**config.mk**
```make
export PLATFORM = sky130hd
export DESIGN_NAME = cpu_sequencer
export DESIGN_NICKNAME = d
export VERILOG_FILES = /design/src/rtl/cpu_sequencer.sv
export SDC_FILE = /design/constraint.sdc
export NUM_CORES = 1
export LEC_CHECK = 0
export CAP_MARGIN = 20
export CORE_MARGIN = 5
export CORE_UTILIZATION = 30
export CTS_BUF_LIST = sky130_fd_sc_hd__clkbuf_2
export DETAILED_ROUTE_END_ITERATION = 12
export GPL_ROUTABILITY_DRIVEN = 0
export PLACE_DENSITY = 0.65
export SYNTH_ARGS = -nofsm -noshare
export SYNTH_HDL_FRONTEND = slang
export SYNTH_SLANG_ARGS = --single-unit
export TNS_END_PERCENT = 10
```
**constraint.sdc**
```tcl
create_clock -name clk -period 4.2 [get_ports clk]
set_input_delay 0.84 -clock clk [delete_from_list [all_inputs] [get_ports clk]]
set_output_delay 0.84 -clock clk [all_outputs]
set_load 0.01 [all_outputs]
```
**src/rtl/cpu_sequencer.sv**
```systemverilog
// Multicycle fetch/decode/execute/store control sequencer with memory-handshake stalls and debug counters.
// Define CPU_SEQ_HALT_EN to build the HALT state; otherwise is_halt is ignored and halted is tied low.
module cpu_sequencer (
    input  logic        clk,
    input  logic        reset,
    input  logic [1:0]  op_class,
    input  logic        is_halt,
    input  logic        mem_ack,
    output logic [1:0]  state,
    output logic        mem_req,
    output logic        mem_we,
    output logic        mem_addr_sel,
    output logic        ir_load,
    output logic        reg_read,
    output logic        alu_en,
    output logic        reg_write,
    output logic        pc_inc,
    output logic        pc_load,
    output logic        halted,
    output logic [15:0] retired,
    output logic [7:0]  stall_cnt
);

    localparam logic [1:0] OP_ALU   = 2'b00;
    localparam logic [1:0] OP_LOAD  = 2'b01;
    localparam logic [1:0] OP_STORE = 2'b10;
    localparam logic [1:0] OP_JUMP  = 2'b11;

`ifdef CPU_SEQ_HALT_EN
    // HALT shares the low bits of STORE so the reported phase is 11.
    typedef enum logic [2:0] {
        FETCH   = 3'b000,
        DECODE  = 3'b001,
        EXECUTE = 3'b010,
        STORE   = 3'b011,
        HALT    = 3'b111
    } state_t;
`else
    typedef enum logic [1:0] {
        FETCH   = 2'b00,
        DECODE  = 2'b01,
        EXECUTE = 2'b10,
        STORE   = 2'b11
    } state_t;
`endif

    state_t state_q;
    state_t state_d;
    logic   is_mem_op;

    assign is_mem_op = (op_class == OP_LOAD) || (op_class == OP_STORE);
    assign state     = state_q[1:0];

`ifdef CPU_SEQ_HALT_EN
    assign halted = (state_q == HALT);
`else
    assign halted = 1'b0;
    logic unused_is_halt;
    assign unused_is_halt = is_halt;
`endif

    // NOTE: every output and the next state get a default before the case, so no latch is inferred.
    always_comb begin
        state_d      = state_q;
        mem_req      = 1'b0;
        mem_we       = 1'b0;
        mem_addr_sel = 1'b0;
        ir_load      = 1'b0;
        reg_read     = 1'b0;
        alu_en       = 1'b0;
        reg_write    = 1'b0;
        pc_inc       = 1'b0;
        pc_load      = 1'b0;

        case (state_q)
            FETCH: begin
                mem_req = 1'b1;
                if (mem_ack) begin
                    ir_load = 1'b1;
                    state_d = DECODE;
                end
            end

            DECODE: begin
                reg_read = 1'b1;
                state_d  = EXECUTE;
`ifdef CPU_SEQ_HALT_EN
                if (is_halt) begin
                    state_d = HALT;
                end
`endif
            end

            EXECUTE: begin
                alu_en = 1'b1;
                if (is_mem_op) begin
                    // Request and qualifiers are held until the ack cycle.
                    mem_req      = 1'b1;
                    mem_we       = (op_class == OP_STORE);
                    mem_addr_sel = 1'b1;
                    if (mem_ack) begin
                        state_d = STORE;
                    end
                end else begin
                    state_d = STORE;
                end
            end

            STORE: begin
                case (op_class)
                    OP_ALU, OP_LOAD: begin
                        reg_write = 1'b1;
                        pc_inc    = 1'b1;
                    end
                    OP_STORE: pc_inc  = 1'b1;
                    OP_JUMP:  pc_load = 1'b1;
                    default:  ;
                endcase
                state_d = FETCH;
            end

`ifdef CPU_SEQ_HALT_EN
            HALT: state_d = HALT;
`endif

            default: state_d = FETCH;
        endcase
    end

    // NOTE: sequential state uses non-blocking assignments so every register samples pre-edge values.
    always_ff @(posedge clk) begin
        if (reset) begin
            state_q   <= FETCH;
            retired   <= 16'h0000;
            stall_cnt <= 8'h00;
        end else begin
            state_q <= state_d;
            if (state_q == STORE) begin
                retired <= retired + 16'h0001;
            end
            // Saturating count of cycles spent waiting on memory.
            if (mem_req && !mem_ack && (stall_cnt != 8'hFF)) begin
                stall_cnt <= stall_cnt + 8'h01;
            end
        end
    end

endmodule

```
Figure 1. Floorplan with the power grid (run 1).
(4 px per µm) Pins as bars on the die edge.
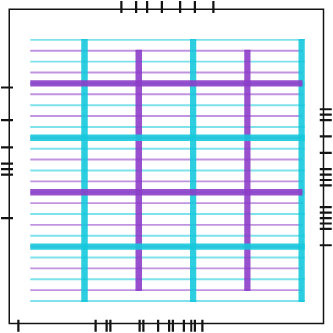
cyan -> VSS
purple -> VDD
met5 straps = 4
met4 straps = 5
signal pins = 42
rows = 24
met1 rails = 25
VDD IR-drop max: 0.2080 mV
core outline area: 4444 µm²

Figure 2. Clock distribution (run 1).
(8 px per µm)
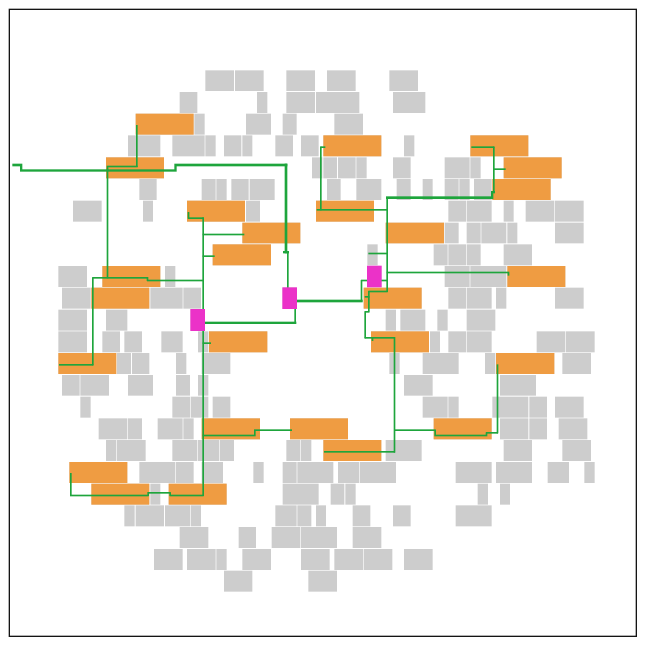
green -> clock wires  # length 337 µm
orange -> flip-flops  # count 26
magenta -> clock-net drivers  # count 3
routed clock nets = 4
clk ins delay skew pair: 0.34 ns
clock power share: 0.147
clk_skew: 0.005294 ns
P_clk: 0.0937 mW

Figure 3. Placed cells, one colour a class (run 1).
(6 px per µm) Fill, decap, tap and diode cells in grey.
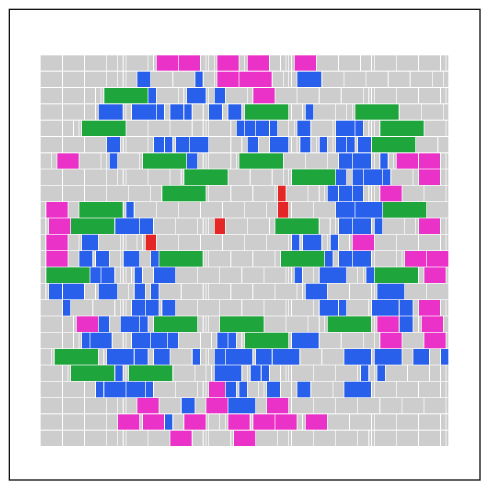
green -> registers  # cells 26
magenta -> remaining buffers and delay cells  # cells 41
red -> clock drivers and dummy loads  # cells 4
blue -> remaining logic cells  # cells 128
# rows: 24
sequential share of cell area: 0.2796
Post-Route Utilization: 0.4189

==> run 1: cell type report <==
cell class | instances | area [µm²] | share of cell area
clock buffers | 3 | 15.01 | 0.008064
multi-input cells | 120 | 814.5 | 0.4375
well taps | 52 | 65.06 | 0.03495
inverters | 8 | 30.03 | 0.01613
clock inverters | 1 | 3.754 | 0.002016
flip-flops and latches | 26 | 520.5 | 0.2796
repair buffers | 41 | 412.9 | 0.2218
==> run 1: power by group through the flow <==
stage                     Combinational (mW)  Clock (mW)  Sequential [mW]
after floorplan                        0.127           0            0.300
after global placement                 0.254           0            0.294
after detailed placement               0.257           0            0.295
after CTS                              0.258       0.101            0.290
after global routing                   0.286       0.111            0.294
final                                  0.256      0.0937            0.290
==> results.txt, run 1 <==
yosys + openroad results -> max reg flops 16, non-filler cells, final around 250, status finished, final reports clean, WL met3 167 µm, Die Y between 70 and 80 µm, clk slew on worst S/H paths 0.24 ns, most frequent cells in the layout 39 x clkdlybuf4s50_1, 26 x dfxtp_1, 20 x nor2_1, Seq share, synth 0.3731, Top area cell types dfxtp_1 37%, ha_1 11%, nor2_1 5.4%, xor2_1 3.8%, mux2i_1 3.6%, Combinational Power Share 0.400, worst-path cell chain clkdlybuf4s50_1 -> inv_1 -> ha_1 -> a21oi_1 -> buf_4 -> inv_1 -> clkdlybuf4s50_1, synth warn 0, met1 Usage GRT 0.1206, largest net degree at the start of global routing 31, cell with the most instances after synthesis dfxtp_1, drt wl/cell about 12 µm, reg2reg start state[1], number of DRC markers in iteration 0 41, Pre-antenna DRT Iters 4, DP Worst Slack 0.7649 ns, Psw 0.2167 mW, # nets final around 220, share of layout cells above drive strength 1 0.05528, Synth flops 26, hold-fix buffers at CTS 0, R2R setup slack between 1.5 and 2 ns, Pint roughly 0.42 mW, Critical Path Start Type input pin, Max-slew headroom 0.5772, Log Warnings 35, Hold EP retired[12], syn_nets about 180, H-tree depth 1, Post-Syn Area 1395 µm², Tmin final about 3.4 ns, Peak Freq 292.5 MHz, end of the critical path mem_req, beginning of the worst hold path retired[12], hold crit path type reg -> reg, Ant. Diodes 0, top cells by count 26 x dfxtp_1, 20 x nor2_1, 12 x ha_1, initial antenna violation count 0, endpoint type of the worst setup path output pin, met2 Use GR 0.1661, die x size 78.20 µm, CTS Buffer Depth 2, cell taking the most area after synthesis dfxtp_1, vias in the first global route 1143, Sw Share 0.3390, busiest grt layer met2, EDFF count, synth 0, antenna viol nets, final 0, fill count approximately 470, via count about 1200, CP Data Required Time 3.36 ns, first-pass GRT wire length 5.037 mm, cell family with most CP delay buffers and inverters, most used flip-flop cell after synthesis dfxtp_1, Final Hold Slack between 0.5 and 0.6 ns, Critical Setup Path Class in -> out, Fin. Hold Viols 0, final period utilization 0.8139, slowest CP cell clkdlybuf4s50_1, commonest non-fill, non-tap cell in the layout clkdlybuf4s50_1, Syn-to-layout area delta 33.45%, max cap viols 0, Post-Syn Instances 160, buffer count from post-CTS setup fixing 0, uppermost routed layer met4, met3 usage 0.03432, placed cells about 250, total power roughly 0.64 mW, Leak 0.6828 nW, total CTS buffers 3, sequential cell fraction of total power 0.453, Final setup violation count 0, TritonCTS clock tree built, Hold Path Cell Cnt 2, syn avg cell area 8.719 µm², GRT Residual Overflow 0, chip area slightly above 6000 µm², RSZ-0062 raised after global routing no, setup ws final between 0.7 and 0.8 ns, Top logic family simple AND/OR/NAND/NOR gates, worst-path maximum fanout 9, Final Max Slew Viols 0, Simple-Gate Area Share 0.2646, post-DP HPWL between 2 and 2.5 mm, number of cells on the worst reg-to-reg path 5, Residual DRC 0, Async S/R FF share, synth 0, XOR Share, Synth 0.06278, CTS sink count 26, Area leader share 0.3731, Reg with most FFs retired, FF-to-FF End retired[15], I/O pin count around 42, Mux area share 0.06009, P per Cell Area ~340 nW/µm², yosys adder share 0.1076, CP peak stage delay about 0.53 ns
==> run 1 -> run 2 <==
==> constraint.sdc (replaced) <==
create_clock -name clk -period 3.5 [get_ports clk]
set_input_delay 0.7 -clock clk [delete_from_list [all_inputs] [get_ports clk]]
set_output_delay 0.7 -clock clk [all_outputs]
set_load 0.01 [all_outputs]
Figure 4. Routing congestion map (run 2).
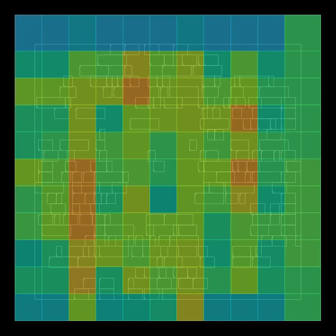
drt wl/cell: 11.49 µm
Total Routing Usage GR: 0.09688

==> results.txt, run 2 <==
yosys + openroad results -> # rows 24 (unchanged), Combinational Power Share 0.400 (about the same), setup ws final 0.4687 ns (-0.3130 ns), non-filler cells, final 251 (unchanged), # nets final 218 (unchanged), end of the critical path mem_req, Simple-Gate Area Share 0.2646 (unchanged), VDD IR-drop max 0.1903 mV (-8.5%), CP peak stage delay 0.53 ns (about the same), GRT Residual Overflow 0 (unchanged), total CTS buffers 3 (unchanged), most frequent cells in the layout 39 x clkdlybuf4s50_1, 26 x dfxtp_1, 20 x nor2_1, beginning of the worst hold path retired[14], FF-to-FF End retired[15], chip area 6114 µm² (unchanged), Top logic family simple AND/OR/NAND/NOR gates, Sw Share 0.3395 (+0.0005040), hold crit path type reg -> reg, Area leader share 0.3731 (unchanged), syn avg cell area 8.719 µm² (unchanged), Log Warnings 35 (unchanged), Residual DRC 0 (unchanged), Fin. Hold Viols 0 (unchanged), P per Cell Area 413.6 nW/µm² (+20%), cell with the most instances after synthesis dfxtp_1, die x size 78.20 µm (unchanged), R2R setup slack 1.25 ns (-0.72 ns), EDFF count, synth 0 (unchanged), P_comb 0.307 mW (+20%), Post-Syn Instances 160 (unchanged), Seq share, synth 0.3731 (unchanged), synth warn 0 (unchanged), number of cells on the worst reg-to-reg path 5 (unchanged), initial antenna violation count 0 (unchanged), CTS sink count 26 (unchanged), Final setup violation count 0 (unchanged), Top pwr grp sequential cells, Seq group 0.347 mW (+20%), max reg flops 16 (unchanged), clk_skew 0.01075 ns (+0.005460 ns), Pre-antenna DRT Iters 4 (unchanged), Top area cell types dfxtp_1 37%, ha_1 11%, nor2_1 5.4%, xor2_1 3.8%, mux2i_1 3.6%, first-pass GRT wire length 5.043 mm (+0.12%), cell family with most CP delay buffers and inverters, Peak Freq 329.9 MHz, Syn-to-layout area delta 32.91%, Critical Path Start Type input pin, post-DP HPWL 2.157 mm (+0.16%), Final Max Slew Viols 0 (unchanged), core outline area 4444 µm² (unchanged), via count 1205 (unchanged), Post-Syn Area 1395 µm² (unchanged), worst-path maximum fanout 4 (-5), Hold Path Cell Cnt 2 (unchanged), clock power share 0.148 (about the same), syn_nets 178 (unchanged), yosys adder share 0.1076 (unchanged), Hold EP retired[14], largest net degree at the start of global routing 18 (-42%), CP Data Required Time 2.80 ns (-0.56 ns), RSZ-0062 raised after global routing no, number of DRC markers in iteration 0 52 (+27%), Critical Setup Path Class in -> out, max cap viols 0 (unchanged), met3 usage 0.02975 (-0.004577), Pint 0.5065 mW (+20%), Async S/R FF share, synth 0 (unchanged), status finished, final reports clean, Leak 0.6802 nW (-0.38%), sequential cell fraction of total power 0.452 (about the same), worst-path cell chain clkdlybuf4s50_1 -> inv_1 -> ha_1 -> a21oi_1 -> inv_1 -> clkdlybuf4s50_1, hold-fix buffers at CTS 0 (unchanged), commonest non-fill, non-tap cell in the layout clkdlybuf4s50_1, top cells by count 26 x dfxtp_1, 20 x nor2_1, 12 x ha_1, antenna viol nets, final 0 (unchanged), reg2reg start state[1], Mux area share 0.06009 (unchanged), Final Hold Slack 0.5216 ns (+0.002284 ns), buffer count from post-CTS setup fixing 0 (unchanged), clk ins delay skew pair 0.35 ns (about the same), P_clk 0.113 mW (+20%), vias in the first global route 1137 (-0.52%), busiest grt layer met2, most used flip-flop cell after synthesis dfxtp_1, Die Y 78.20 µm (unchanged), Ant. Diodes 0 (unchanged)
Figure 5. Placed cells, one colour a class (run 2).
(6 px per µm) Fill, decap, tap and diode cells in grey.
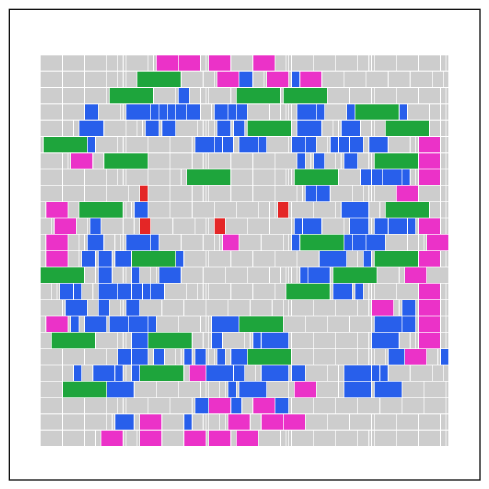
red -> clock drivers and dummy loads  # cells 4
green -> registers  # cells 26
blue -> remaining logic cells  # cells 128
magenta -> remaining buffers and delay cells  # cells 41
post-layout instance area: 1854 µm²
Post-Route Utilization: 0.4172
sequential share of cell area: 0.2807

==> run 2: cell counts after synthesis <==
Identical to the previous run, type by type.
==> run 2: cell families after synthesis <==
family / count (synthesis)
and+or+nand+nor: 69
DFF: 26
AOI/OAI and AO/OA: 20
buffers and inverters: 14
adders and majority gates: 12
xor gates and xnor gates: 10
muxes: 8
other: 1
==> run 2: final cells by class <==
class,count,area [µm²]
clock buffer,3,15.01
clock inverter,1,3.754
fill,463,2590
inverter,8,30.03
multi-input combinational,120,814.5
sequential,26,520.5
tap,52,65.06
timing repair buffer,41,405.4
==> run 2: layer usage <==
metal	vias to the layer above	wire length (µm)
met5	-	0
li1	633	-
met1	548	1438
met2	22	1307
met3	2	126
met4	0	10
Power and IR drop assume default switching activity.
